Fig. 1: run 1, clock wires, drivers and flops
(4 px per um)
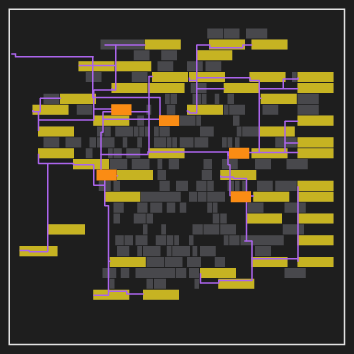
Fig. 2: run 1, metal 1
(3 px per um) Supply wires on this layer in grey.
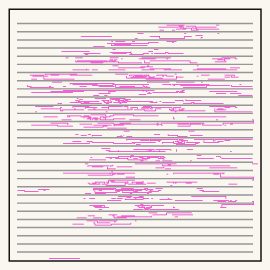
Fig. 3: run 1, cell area per tile
(4 px per um) 8 x 8 tiles, from white (low) to dark blue (high), 0 to 100% covered.
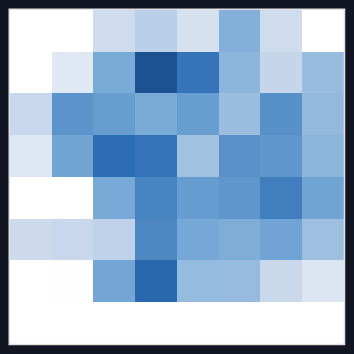
Fig. 4: run 1, clock wiring as the flow saved it
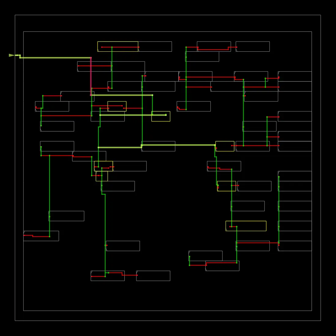
<file path="config.mk">
export PLATFORM = sky130hd
export DESIGN_NAME = uart_rx16
export DESIGN_NICKNAME = d
export VERILOG_FILES = /design/src/rtl/uart_rx16.sv
export SDC_FILE = /design/constraint.sdc
export NUM_CORES = 1
export LEC_CHECK = 0
export CAP_MARGIN = 20
export CORE_MARGIN = 2
export CORE_UTILIZATION = 35
export CTS_CLUSTER_DIAMETER = 120
export DETAILED_ROUTE_END_ITERATION = 6
export DONT_BUFFER_PORTS = 1
export GPL_ROUTABILITY_DRIVEN = 0
export SYNTH_ARGS = -nofsm -noshare
export SYNTH_HDL_FRONTEND = slang
export SYNTH_SLANG_ARGS = --single-unit
</file>
<file path="constraint.sdc">
create_clock -name clk -period 2.1 [get_ports clk]
set_input_delay 0.42 -clock clk [delete_from_list [all_inputs] [get_ports clk]]
set_output_delay 0.42 -clock clk [all_outputs]
set_load 0.03 [all_outputs]
</file>
<file path="src/rtl/uart_rx16.sv">
// 16-bit UART receiver: 8N1-style framing with 16 data bits, LSB first, mid-bit sampling.
// Optional build macro UART_RX_MAJORITY_EN selects 2-of-3 majority voting around mid-bit.
module uart_rx16 #(
  parameter int CLKS_PER_BIT = 5
) (
  input  logic        clk,
  input  logic        rst_n,
  input  logic        s_in,
  output logic [15:0] o_data,
  output logic        o_valid,
  output logic        o_frame_err,
  output logic        o_busy
);

  localparam int MID   = CLKS_PER_BIT / 2;
  localparam int CNT_W = (CLKS_PER_BIT > 2) ? $clog2(CLKS_PER_BIT) : 1;

`ifdef UART_RX_MAJORITY_EN
  localparam int DEC = MID + 1;
`else
  localparam int DEC = MID;
`endif

  localparam logic [CNT_W-1:0] CNT_DEC  = CNT_W'(DEC);
  localparam logic [CNT_W-1:0] CNT_LAST = CNT_W'(CLKS_PER_BIT - 1);
  localparam logic [CNT_W-1:0] CNT_ONE  = CNT_W'(1);
  localparam logic [CNT_W-1:0] CNT_ZERO = '0;

  localparam logic [2:0] S_IDLE  = 3'd0;
  localparam logic [2:0] S_START = 3'd1;
  localparam logic [2:0] S_DATA  = 3'd2;
  localparam logic [2:0] S_STOP  = 3'd3;
  localparam logic [2:0] S_BREAK = 3'd4;

  logic             s_meta;
  logic             rx_s;
  logic [2:0]       state;
  logic [CNT_W-1:0] cnt;
  logic [3:0]       idx;
  logic [15:0]      shift;
  logic             bit_val;
  logic             at_dec;
  logic             at_last;

  // Two-flop synchroniser; resets to the idle (high) line level.
  always_ff @(posedge clk or negedge rst_n) begin
    if (!rst_n) begin
      s_meta <= 1'b1;
      rx_s   <= 1'b1;
    end else begin
      // NOTE: non-blocking assignments keep this a true two-stage pipeline;
      // blocking ones would collapse both flops into one.
      s_meta <= s_in;
      rx_s   <= s_meta;
    end
  end

`ifdef UART_RX_MAJORITY_EN
  localparam logic [CNT_W-1:0] CNT_PRE = CNT_W'(MID - 1);
  localparam logic [CNT_W-1:0] CNT_MID = CNT_W'(MID);

  logic s_early;
  logic s_mid;

  // Captured in every state so the IDLE detecting cycle can serve as cnt==0.
  always_ff @(posedge clk or negedge rst_n) begin
    if (!rst_n) begin
      s_early <= 1'b1;
      s_mid   <= 1'b1;
    end else begin
      if (cnt == CNT_PRE) s_early <= rx_s;
      if (cnt == CNT_MID) s_mid   <= rx_s;
    end
  end
`endif

  always_comb begin
    // NOTE: assigning a default first guarantees every path drives bit_val,
    // so no latch is inferred.
    bit_val = rx_s;
`ifdef UART_RX_MAJORITY_EN
    bit_val = (s_early & s_mid) | (s_early & rx_s) | (s_mid & rx_s);
`endif
  end

  assign at_dec  = (cnt == CNT_DEC);
  assign at_last = (cnt == CNT_LAST);
  assign o_busy  = (state != S_IDLE);

  always_ff @(posedge clk or negedge rst_n) begin
    if (!rst_n) begin
      state       <= S_IDLE;
      cnt         <= CNT_ZERO;
      idx         <= 4'd0;
      // NOTE: the shift register is plain flops, so it is reset with the rest
      // of the state; a RAM-style array would normally be left unreset.
      shift       <= 16'h0000;
      o_data      <= 16'h0000;
      o_valid     <= 1'b0;
      o_frame_err <= 1'b0;
    end else begin
      o_valid     <= 1'b0;
      o_frame_err <= 1'b0;

      case (state)
        S_IDLE: begin
          // The detecting cycle is cycle 0 of the start bit.
          if (!rx_s) begin
            state <= S_START;
            cnt   <= CNT_ONE;
          end else begin
            cnt <= CNT_ZERO;
          end
        end

        S_START: begin
          if (at_dec && bit_val) begin
            state <= S_IDLE;
            cnt   <= CNT_ZERO;
          end else if (at_last) begin
            state <= S_DATA;
            cnt   <= CNT_ZERO;
            idx   <= 4'd0;
          end else begin
            cnt <= cnt + CNT_ONE;
          end
        end

        S_DATA: begin
          if (at_dec) shift[idx] <= bit_val;
          if (at_last) begin
            cnt <= CNT_ZERO;
            if (idx == 4'd15) state <= S_STOP;
            else              idx   <= idx + 4'd1;
          end else begin
            cnt <= cnt + CNT_ONE;
          end
        end

        S_STOP: begin
          // Leaving at mid-bit lets a start bit right after a full stop be caught.
          if (at_dec) begin
            cnt <= CNT_ZERO;
            if (bit_val) begin
              o_data  <= shift;
              o_valid <= 1'b1;
              state   <= S_IDLE;
            end else begin
              o_frame_err <= 1'b1;
              state       <= S_BREAK;
            end
          end else begin
            cnt <= cnt + CNT_ONE;
          end
        end

        S_BREAK: begin
          // A held-low line must return high before another start is accepted.
          cnt <= CNT_ZERO;
          if (rx_s) state <= S_IDLE;
        end

        default: begin
          state <= S_IDLE;
          cnt   <= CNT_ZERO;
        end
      endcase
    end
  end

endmodule

</file>
==> summary.txt, run 1 <==
Implementation results.

The final routed wirelength across all metal layers is 3830 um. After detailed placement, the total cell area comes to 2310 sq um. The final sum of negative setup slack is 0 ns. After detailed routing, the met2 layer carries 1720 um of wire. The number of different library cells in the post-synthesis netlist is 41. The run finished with clean final reports. The fraction of the mapped netlist area in compound gates is 6.46%. The DRC violation count after routing is 0. The final layout contains 200 nets. Per the OpenROAD floorplan log, the height of the die is 83.4 um.

The transition time of the tightest slew-check pin is 0.480 ns. The internal power component is 1750 uW. Dividing total power by cell area gives a power density of 1030 nW/um^2. The detailed-routing iteration count for the pre-antenna-repair pass is 4.

The area fraction in and, or, nand and nor cells after synthesis is 14.2%. Timing analysis after detailed placement gives a worst setup slack of 0.183 ns. The total congestion overflow is 0. Per the OpenROAD floorplan log, the area of the die is 6960 sq um. The number of sinks driven by the clock tree is 46. The report lists the number of standard-cell rows as 28. Yosys attributes the largest share of cell area to dfrtp_1 50%, mux2_2 12%, mux2_4 6.1%, ha_1 4.5%, nand2_1 2.7%. After routing the design area is 2490 sq um.

The worst IR drop on VDD is 0.499 mV. Of all power groups, the one with the highest power is registers.
Notes on Fig. 1 above:
Key: clock drivers = orange [count 5]; clock wires = purple [length 549 um]; flip-flops = yellow [count 46]
There are 6 routed clock nets.

Notes on Fig. 2 above:
The layer carries 1970 um of wire. The wires run mostly horizontal. The longest straight run is 30.4 um.

Notes on Fig. 3 above:
4.7% of the tiles are over 75% full. The fullest tile reaches 87%. 25% of the tiles are nearly empty. The mean over all tiles is 34%. The emptiest ninth of the die: bottom left.

Notes on Fig. 4 above:
number of sequential storage elements: 46
number of clock buffers inserted by TritonCTS: 5
worst clock skew: 0.00902 ns

==> inputs of run 2 (changes only) <==
- GPL_ROUTABILITY_DRIVEN: 0 -> default
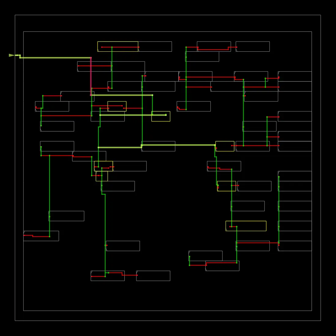
Fig. 5. Clock wiring as the flow saved it (run 2).
clock sink count: 46
Clk. pwr: 775 uW

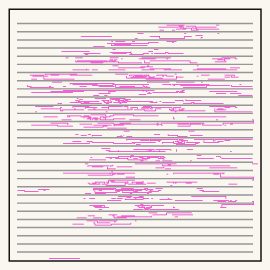
Fig. 6. Metal 1 (run 2).
(3 px per um) Supply wires on this layer in grey.
vias after detailed routing: 1293
met1 track demand over resource in global routing: 16.4%
wire length after detailed routing: 3830 um

==> run 2 against run 1 <==
  * Global-route usage unchanged
  * Final area unchanged
  * Critical path depth unchanged
  * Die size unchanged
  * First-iteration DRC count unchanged
  * Non-clock buffer count unchanged
  * Synthesized cell count unchanged
  * Register-to-register slack about the same
  * Critical endpoint unchanged
  * Largest cell class unchanged
==> summary.txt, run 2 <==
Implementation results.

The met2 wire length was 1720 um (unchanged). The total congestion overflow is 0 (unchanged). The transition time of the tightest slew-check pin is 0.480 ns (unchanged).

The average cell area after synthesis is 12.3 sq um (unchanged). The ratio of total power to cell area is 1030 nW/um^2 (unchanged). The proportion of power drawn by combinational gates is 25.8% (about the same). The worst setup path startpoint is cnt[0]$_DFF_PN0_ (unchanged). The DRC violation count after routing is 0 (unchanged). The fraction of the mapped netlist area in compound gates came to 6.46% (unchanged). The worst min-delay path category is input port to flop (unchanged). The final sum of negative setup slack is 0 ns (unchanged). The power group with the largest share is registers (unchanged).

The setup clock skew after layout is 0.00902 ns (unchanged). The final instance area is 2490 sq um (unchanged). The launch point of the worst reg-to-reg path is cnt[0]$_DFF_PN0_ (unchanged).

The detailed-routing iteration count for the pre-antenna-repair pass came to 4 (unchanged). Post-synth area hogs: dfrtp_1 50%, mux2_2 12%, mux2_4 6.1%, ha_1 4.5%, nand2_1 2.7% (unchanged). The post-synthesis instance area is 2210 sq um (unchanged). The total die size is 6960 sq um (unchanged). The count of fill cells added during filler insertion was 561 (unchanged). The vertical die dimension is 83.4 um (unchanged). The post-placement setup slack is 0.183 ns (unchanged).

The number of different library cells in the post-synthesis netlist is 41 (unchanged). The TritonCTS clock tree is built (unchanged). The library cell contributing the largest single delay on the critical path is dfrtp_1 (unchanged).

The number of placement rows came to 28 (unchanged). The area fraction in and, or, nand and nor cells after synthesis is 14.2% (unchanged). The internal power component is 1750 uW (unchanged). The cell area after placement is 2310 sq um (unchanged). Run status: complete, no violations (unchanged).

The flip-flop and latch count was 46 (unchanged). The worst IR drop on VDD is 0.499 mV (unchanged).
Fig. 7: run 2, cell area per tile
(4 px per um) 8 x 8 tiles, from white (low) to dark blue (high), 0 to 100% covered.
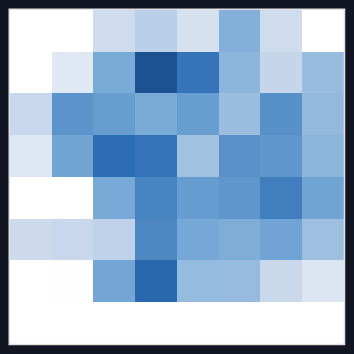

==> inputs of run 3 (changes only) <==
- HOLD_SLACK_MARGIN: default -> 0.1
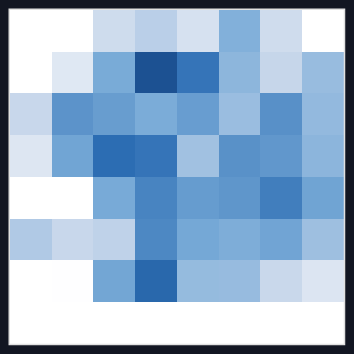
Fig. 8. Cell area per tile (run 3).
(4 px per um) 8 x 8 tiles, from white (low) to dark blue (high), 0 to 100% covered.
25% of the tiles are nearly empty. The mean over all tiles is 35%. The fullest tile reaches 87%. The emptiest ninth of the die: bottom left. 4.7% of the tiles are over 75% full.

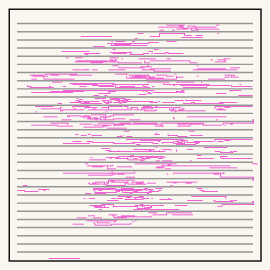
Fig. 9. Metal 1 (run 3).
(3 px per um) Supply wires on this layer in grey.
The layer holds 51% of the routed length. The longest straight run is 30.4 um.

==> run 3 against run 2 <==
  * Via count grew 0.46%
  * Sequential power is essentially flat
  * Flip-flop count is the same
  * Die size is the same
  * Maximum frequency is essentially flat
  * Critical path type unchanged
==> summary.txt, run 3 <==
Implementation results.

Run status: complete, no violations (unchanged). Post-synth area hogs: dfrtp_1 50%, mux2_2 12%, mux2_4 6.1%, ha_1 4.5%, nand2_1 2.7% (unchanged). The detailed-routing iteration count for the pre-antenna-repair pass is 4 (unchanged). The power group with the largest share is registers (unchanged). The area fraction in and, or, nand and nor cells after synthesis is 14.2% (unchanged). The CTS buffer count was 5 (unchanged). The ratio of total power to cell area is 1030 nW/um^2 (about the same).

The library cell contributing the largest single delay on the critical path is dfrtp_1 (unchanged). The number of nets in the finished design is 201 (was 200). The number of sinks driven by the clock tree is 46 (unchanged). The final sum of negative setup slack is 0 ns (unchanged). The setup clock skew after layout is 0.00900 ns (was 0.00902 ns).

The vertical die dimension is 83.4 um (unchanged). The internal power component is 1750 uW (about the same). The cell area after placement is 2310 sq um (unchanged). The total number of vias is 1299 (was 1293). The met1 track utilization from global routing was 16.4% (unchanged).

The launch point of the worst reg-to-reg path is cnt[0]$_DFF_PN0_ (unchanged). The total die size was 6960 sq um (unchanged). The number of different library cells in the post-synthesis netlist is 41 (unchanged).

The TritonCTS clock tree is built (unchanged). The proportion of power drawn by combinational gates came to 25.9% (was 25.8%). The DRC violation count after routing was 0 (unchanged). The number of placement rows is 28 (unchanged). The final instance area is 2500 sq um (was 2490 sq um).

The worst IR drop on VDD is 0.499 mV (about the same). The post-synthesis instance area was 2210 sq um (unchanged). The post-placement setup slack was 0.183 ns (unchanged). The worst min-delay path category is flop to flop (was input port to flop). The final routed wirelength across all metal layers came to 3800 um (was 3830 um). The average cell area after synthesis was 12.3 sq um (unchanged).
Power is estimated from default activity; no workload was simulated.
